## config.mk

```make
export PLATFORM = sky130hd
export DESIGN_NAME = fractal_sync_neighbor_mc_flat
export DESIGN_NICKNAME = d
export VERILOG_FILES = /design/src/rtl/fractal_sync_neighbor_mc_if.sv /design/src/rtl/fractal_sync_neighbor_mc.sv /design/src/flat_wrapper.sv
export SDC_FILE = /design/constraint.sdc
export NUM_CORES = 1
export LEC_CHECK = 0
export ABC_AREA = 1
export CORE_UTILIZATION = 35
export CTS_BUF_LIST = sky130_fd_sc_hd__clkbuf_4 sky130_fd_sc_hd__clkbuf_8
export DETAILED_ROUTE_END_ITERATION = 10
export DONT_BUFFER_PORTS = 1
export GPL_ROUTABILITY_DRIVEN = 0
export GPL_TIMING_DRIVEN = 0
export SLEW_MARGIN = 20
export SYNTH_ARGS = -nofsm -noshare
export SYNTH_HDL_FRONTEND = slang
export SYNTH_SLANG_ARGS = --single-unit
```

## constraint.sdc

```tcl
create_clock -name clk_i -period 1 [get_ports clk_i]
set_input_delay 0.2 -clock clk_i [delete_from_list [all_inputs] [get_ports clk_i]]
set_output_delay 0.2 -clock clk_i [all_outputs]
set_load 0.01 [all_outputs]
```

## src/rtl/fractal_sync_neighbor_mc_if.sv

```systemverilog
// Request/response bundle of the multi-port fractal_sync neighbour node.
// Flat per-port vectors: port p occupies slice [p*W +: W].
interface fractal_sync_neighbor_mc_if #(
    parameter int unsigned N_PORTS = 2,
    parameter int unsigned ID_W    = 4
);
    logic [N_PORTS-1:0]      sync_i;
    logic [N_PORTS*ID_W-1:0] id_i;
    logic [N_PORTS-1:0]      wake_o;
    logic [N_PORTS*ID_W-1:0] rsp_id_o;
    logic [N_PORTS-1:0]      error_o;
    logic [N_PORTS*2-1:0]    err_code_o;
    logic                    busy_o;

    modport master (
        output sync_i, id_i,
        input  wake_o, rsp_id_o, error_o, err_code_o, busy_o
    );

    modport slave (
        input  sync_i, id_i,
        output wake_o, rsp_id_o, error_o, err_code_o, busy_o
    );
endinterface

```

## src/rtl/fractal_sync_neighbor_mc.sv

```systemverilog
// Multi-port, multi-barrier-ID neighbour synchronisation node: wakes all ports when every
// port is pending on the same ID, otherwise reports mismatch, double request or timeout.
module fractal_sync_neighbor_mc #(
    parameter int unsigned N_PORTS   = 2,
    parameter int unsigned ID_W      = 4,
    parameter int unsigned TIMEOUT_W = 16,
    parameter int unsigned TIMEOUT   = 0,
    parameter int unsigned COMB      = 0
) (
    input logic                        clk_i,
    input logic                        rst_ni,
    fractal_sync_neighbor_mc_if.slave  bus
);
    typedef enum logic [1:0] {
        ERR_NONE     = 2'b00,
        ERR_DOUBLE   = 2'b01,
        ERR_MISMATCH = 2'b10,
        ERR_TIMEOUT  = 2'b11
    } err_code_e;

    localparam bit                   UseComb = (COMB != 0);
    localparam bit                   UseTmo  = (TIMEOUT != 0);
    localparam logic [TIMEOUT_W-1:0] TmoLast = TIMEOUT_W'(TIMEOUT - 1);

    if (N_PORTS < 2) begin : g_chk_ports
        $error("fractal_sync_neighbor_mc: N_PORTS must be >= 2");
    end
    if ((64'(TIMEOUT) >> TIMEOUT_W) != 64'd0) begin : g_chk_tmo
        $error("fractal_sync_neighbor_mc: TIMEOUT does not fit in TIMEOUT_W bits");
    end

    logic [N_PORTS-1:0]      pending_q, pending_d, accept, s_pending;
    logic [N_PORTS-1:0]      dbl_now, dbl_q, dbl_d, dbl_eval;
    logic [ID_W-1:0]         id_in    [N_PORTS];
    logic [ID_W-1:0]         s_id     [N_PORTS];
    logic [ID_W-1:0]         id_q     [N_PORTS];
    logic [ID_W-1:0]         id_d     [N_PORTS];
    logic [ID_W-1:0]         dbl_id_q [N_PORTS];
    logic [ID_W-1:0]         dbl_id_d [N_PORTS];
    logic [TIMEOUT_W-1:0]    cnt_q, cnt_d;
    logic                    busy, ids_eq, all_pend, complete, mismatch, tmo, evt;
    logic [N_PORTS-1:0]      wake, error;
    logic [N_PORTS*ID_W-1:0] rsp_id;
    logic [N_PORTS*2-1:0]    err_code;

    always_comb begin : eval
        busy   = |pending_q;
        accept = bus.sync_i & ~pending_q;
        for (int unsigned p = 0; p < N_PORTS; p++) begin
            id_in[p] = bus.id_i[p*ID_W +: ID_W];
            s_id[p]  = (UseComb && accept[p]) ? id_in[p] : id_q[p];
        end
        s_pending = UseComb ? (pending_q | accept) : pending_q;
        ids_eq = 1'b1;
        for (int unsigned p = 1; p < N_PORTS; p++) begin
            if (s_id[p] != s_id[0]) ids_eq = 1'b0;
        end
        all_pend = &s_pending;
        complete = all_pend & ids_eq;
        mismatch = all_pend & ~ids_eq;
        tmo      = UseTmo && busy && (cnt_q == TmoLast) && !all_pend;
        evt      = all_pend | tmo;
        // With registered evaluation, a repeat sync in the event cycle opens a new epoch
        dbl_now = bus.sync_i & pending_q;
        if (!UseComb && evt) dbl_now = '0;
    end

    always_comb begin : next_state
        pending_d = pending_q | accept;
        dbl_d     = UseComb ? '0 : dbl_now;
        cnt_d     = cnt_q;
        for (int unsigned p = 0; p < N_PORTS; p++) begin
            id_d[p]     = accept[p] ? id_in[p] : id_q[p];
            dbl_id_d[p] = id_in[p];
        end
        if (evt) begin
            pending_d = UseComb ? '0 : bus.sync_i;
            for (int unsigned p = 0; p < N_PORTS; p++) begin
                id_d[p] = (!UseComb && bus.sync_i[p]) ? id_in[p] : id_q[p];
            end
        end
        if (!busy || evt) begin
            cnt_d = '0;
        end else if (cnt_q != '1) begin
            cnt_d = cnt_q + 1'b1;
        end
    end

    always_comb begin : outputs
        wake     = '0;
        error    = '0;
        rsp_id   = '0;
        err_code = '0;
        dbl_eval = UseComb ? dbl_now : dbl_q;
        if (rst_ni) begin
            for (int unsigned p = 0; p < N_PORTS; p++) begin
                if (complete) begin
                    wake[p]                   = 1'b1;
                    rsp_id[p*ID_W +: ID_W]    = s_id[0];
                end else if (mismatch) begin
                    error[p]                  = 1'b1;
                    err_code[2*p +: 2]        = ERR_MISMATCH;
                    rsp_id[p*ID_W +: ID_W]    = s_id[p];
                end else if (tmo && s_pending[p]) begin
                    error[p]                  = 1'b1;
                    err_code[2*p +: 2]        = ERR_TIMEOUT;
                    rsp_id[p*ID_W +: ID_W]    = s_id[p];
                end else if (dbl_eval[p]) begin
                    error[p]                  = 1'b1;
                    err_code[2*p +: 2]        = ERR_DOUBLE;
                    rsp_id[p*ID_W +: ID_W]    = UseComb ? id_in[p] : dbl_id_q[p];
                end
            end
        end
    end

    assign bus.wake_o     = wake;
    assign bus.error_o    = error;
    assign bus.rsp_id_o   = rsp_id;
    assign bus.err_code_o = err_code;
    assign bus.busy_o     = busy;

    always_ff @(posedge clk_i or negedge rst_ni) begin
        if (!rst_ni) begin
            pending_q <= '0;
            dbl_q     <= '0;
            cnt_q     <= '0;
            for (int unsigned p = 0; p < N_PORTS; p++) begin
                id_q[p]     <= '0;
                dbl_id_q[p] <= '0;
            end
        end else begin
            pending_q <= pending_d;
            dbl_q     <= dbl_d;
            cnt_q     <= cnt_d;
            for (int unsigned p = 0; p < N_PORTS; p++) begin
                id_q[p]     <= id_d[p];
                dbl_id_q[p] <= dbl_id_d[p];
            end
        end
    end
endmodule

```

## src/flat_wrapper.sv

```systemverilog
// flat-port wrapper written by rule: the top's interface ports become plain ports
module fractal_sync_neighbor_mc_flat 
#(
    parameter int unsigned N_PORTS   = 2,
    parameter int unsigned ID_W      = 4,
    parameter int unsigned TIMEOUT_W = 16,
    parameter int unsigned TIMEOUT   = 0,
    parameter int unsigned COMB      = 0
)
  (clk_i, rst_ni, bus_sync_i, bus_id_i, bus_wake_o, bus_rsp_id_o, bus_error_o, bus_err_code_o, bus_busy_o);
  fractal_sync_neighbor_mc_if #(.N_PORTS(N_PORTS), .ID_W(ID_W)) bus_i ();
  input logic clk_i;
  input logic rst_ni;
  input wire logic [$bits(bus_i.sync_i)-1:0] bus_sync_i;
  input wire logic [$bits(bus_i.id_i)-1:0] bus_id_i;
  output wire logic [$bits(bus_i.wake_o)-1:0] bus_wake_o;
  output wire logic [$bits(bus_i.rsp_id_o)-1:0] bus_rsp_id_o;
  output wire logic [$bits(bus_i.error_o)-1:0] bus_error_o;
  output wire logic [$bits(bus_i.err_code_o)-1:0] bus_err_code_o;
  output wire logic [$bits(bus_i.busy_o)-1:0] bus_busy_o;
  assign bus_i.sync_i = bus_sync_i;
  assign bus_i.id_i = bus_id_i;
  assign bus_wake_o = bus_i.wake_o;
  assign bus_rsp_id_o = bus_i.rsp_id_o;
  assign bus_error_o = bus_i.error_o;
  assign bus_err_code_o = bus_i.err_code_o;
  assign bus_busy_o = bus_i.busy_o;
  fractal_sync_neighbor_mc #(.N_PORTS(N_PORTS), .ID_W(ID_W), .TIMEOUT_W(TIMEOUT_W), .TIMEOUT(TIMEOUT), .COMB(COMB)) u_core (.clk_i(clk_i), .rst_ni(rst_ni), .bus(bus_i));
endmodule
```

### Cell classes on the final placement

Fill, decap, tap and diode cells in gray.
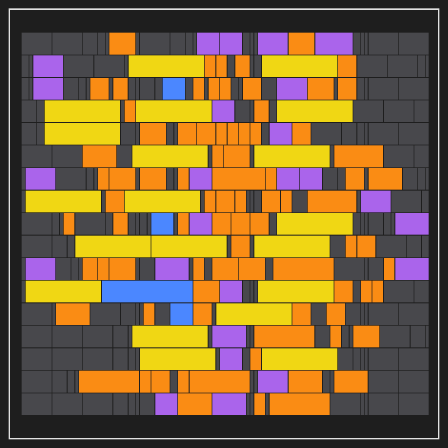
Key: yellow = flip-flops [cells 20]; purple = other buffers and delay cells [cells 25]; blue = clock drivers and dummy loads [cells 4]; orange = all other logic [cells 83]

==> changes_impl.md <==
### Metrics

- Postcts setup bufs: 7
- Register-to-register setup slack: -110 ps
- Max Slew Vio Count: 0
- Synthesized netlist cell count: roughly 110
- Initial antenna violation count: 0
- Crit path capture type: output pin
- CP Launch Type: flop
- Floorplan Nets: between 100 and 150
- CP arrival: about 1400 ps
- DRC: 0
- Final-report setup violation count: 25
- DR vias/cell: between 4 and 5
- Row count: 17
- Mapped Avg Cell Area: approximately 8.2 µm²
- Placed Instances: roughly 130
- Hold Slack: ~18 ps
- Die Wd: roughly 52 µm
- Crit Path Class: reg -> out
- Cycle use final: 155%
- Cts bufs inserted: 3
- Final core utilization: between 60% and 70%
- XOR Share, Synth: 0%
- NumNets Final: 145
- Synth mux share: 0%
- Fin area: ~1400 µm²
- CP Max Fanout: 3
- CP Depth: 7
- Seq. cell area: between 500 and 600 µm²
- Global route overflow: 0
- Final clock skew: between 8 and 9 ps
- Routed WL per cell: 13.8 µm
- Clock slew at reported path FFs: roughly 110 ps
- Post-CTS sizing: 30
- Pwr Total: between 2000 and 2500 µW
- Max-cap violation count: 0
- Crit-path leading delay family: simple AND/OR/NAND/NOR gates
- First-pass GRT wire length: around 3000 µm
- P_leak: 0.000669 µW
- PortBufs: 0
- Core Region: approximately 2300 µm²
- Ys Warns: 0
- Later-pin clock latency in the skew report: approximately 300 ps
- Dominant comb cell: simple AND/OR/NAND/NOR gates
- DR iter-0 viols: 17
- Status: complete, but fails checks
- Layout Area Growth over Synthesis: 63.9%
- Top cells by area: dfrtp_1 (58%), nand2_1 (13%), inv_1 (7.0%), nor2_1 (6.1%), a21oi_1 (4.6%)
- CP required: approximately 800 ps
- ANT nets after route: 0
- Die Y: about 52 µm
- Failing checks: negative setup slack
- # hold bufs at CTS: 9
- Post-DP Area: 906 µm²
- Slew Limit Headroom: approximately 39%
- Via count of the routed design: between 700 and 800
- Top cell excl fill/tap: dfrtp_1
- FF-to-FF End: u_core.dbl_eval[0]$_DFF_PN0_
- Final worst slack: -552 ps
- Dominant cell area share: between 50 and 60%
- FF-to-FF path depth: 6
- Dominant logic cell types in the final layout: dfrtp_1 (20), nand2_1 (15), nand2_2 (12), buf_4 (11), inv_2 (9)
- Tool Warnings: 29
- Post-DP HPWL: around 1200 µm
- Max Freq: approximately 640 MHz
- Yosys stat cell total: roughly 110
- Peak supply drop: 0.00158 V
- Fa+ha+maj area frac: 0%
- Biggest area consumer among synthesized cells: dfrtp_1
- Drt total wl: between 2000 and 2500 µm
- Slowest cell on the critical path: dfrtp_1
- Slew @ Worst Pin: slightly above 900 ps
- Pre-CTS WS: -240 ps
- Aoi share: between 9 and 10%
- Crit path time final: ~1600 ps
- Pwr Density: 1520 nW/µm²
- Post-Syn Area: about 860 µm²
- Final Hold Vio Count: 0
- Pin count of the biggest net entering global routing: 21
- Fp util: a little under two fifths
- First-pass iteration count of the detailed router: 3
- Setup TNS: -8140 ps
- CP bufs+invs: 2
- IO Pins: 29
- Worst Setup SP: u_core.id_q[6]$_DFFE_PN0P_
- # fillers: 188
- Cell Count, Final, Fillers Out: between 150 and 200
- Synthesis-stage register bit count: 20
- Yosys synthesis chip area: ~860 µm²
- Hold Path Class: in -> reg
- Critical Path End: bus_err_code_o[3]
- CP max stage delay: between 400 and 500 ps
- Logic area: 503 µm²
- Cell Type Count: 11
- Worst R2R Start: u_core.pending_q[1]$_DFF_PN0_
- RSZ-0062 raised after global routing: yes
- CTS H-tree lvls: 1
- Die area: between 2000 and 3000 µm²
- GRT Util Overall: about 16%
- CTS tree: done
- Clock tree buffer depth: 2
- Cell chain of the critical path: nand2_1 -> nand2_1 -> nor2_2 -> nand2_2 -> nand2_2 -> inv_2 -> buf_6
### Wiring heat map

Scale bar: 20 µm. The die is cut into 10 by 10 equal tiles; black is low, pale yellow is high, scaled to the fullest tile. Values are wire area over tile area, all layers added.
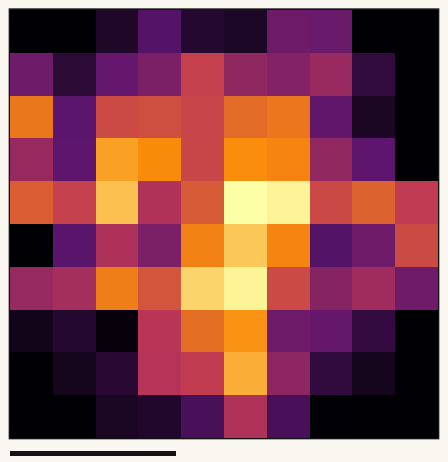
The mean over all tiles is 0.13. 17% of the tiles are nearly empty. The fullest tile reaches 0.36. The densest ninth of the die: middle. 34% of the tiles are over half the peak.

==> how the worst min path moves through the flow <==
stage	start	depth (start not counted)	slack (ps)	to
after global placement	rst_ni	0	-100	u_core.dbl_id_q[0]$_DFF_PN0_
after floorplan	rst_ni	0	-100	u_core.dbl_eval[0]$_DFF_PN0_
after CTS	bus_sync_i[0]	2	0.5	u_core.pending_q[0]$_DFF_PN0_
after detailed placement	rst_ni	0	-100	u_core.dbl_id_q[0]$_DFF_PN0_
final	bus_sync_i[0]	2	20	u_core.pending_q[0]$_DFF_PN0_
after global routing	bus_id_i[1]	2	5	u_core.id_q[5]$_DFFE_PN0P_
==> synth_stat cells <==
cell type and n:
nand2_1 30, dfrtp_1 20, inv_1 16, nor2_1 14
a21oi_1 8, o21ai_0 8, nand2_2 3, buf_4 2
inv_2 2, nand2_4 1, nand3_1 1
==> power breakdown <==
part           total (µW)  switching [µW]  leakage, µW  internal (µW)
combinational         565             321     0.000411            244
sequential            926            48.1     0.000230            878
clock                 661             256    0.0000279            405
total                2150             625     0.000669           1530
==> area by class of cell <==
cell class	instances	area share (%)
Multi-Input combinational cell	65	35.5
Sequential cell	20	35.4
Timing Repair Buffer	23	14.8
Inverter	18	6.54
Tap cell	28	2.48
Clock inverter	1	2.12
Clock buffer	3	1.59
Buffer	2	1.59
==> routing by layer <==
metal / vias to the layer above / share of wire (%) / track usage [%]
met5: - / 0 / 0
met2: 22 / 52 / 27.9
met3: 6 / 5.0 / 2.92
met4: 0 / 2.1 / 9.46
li1: 374 / - / -
met1: 368 / 41 / 18.0
==> flip-flops by register name, summed over array words and instances, names as in the netlist <==
register	flops
u_core.dbl_id_q	8
u_core.id_q	8
u_core.pending_q	2
u_core.dbl_eval	2
Power is estimated from default activity; no workload was simulated.
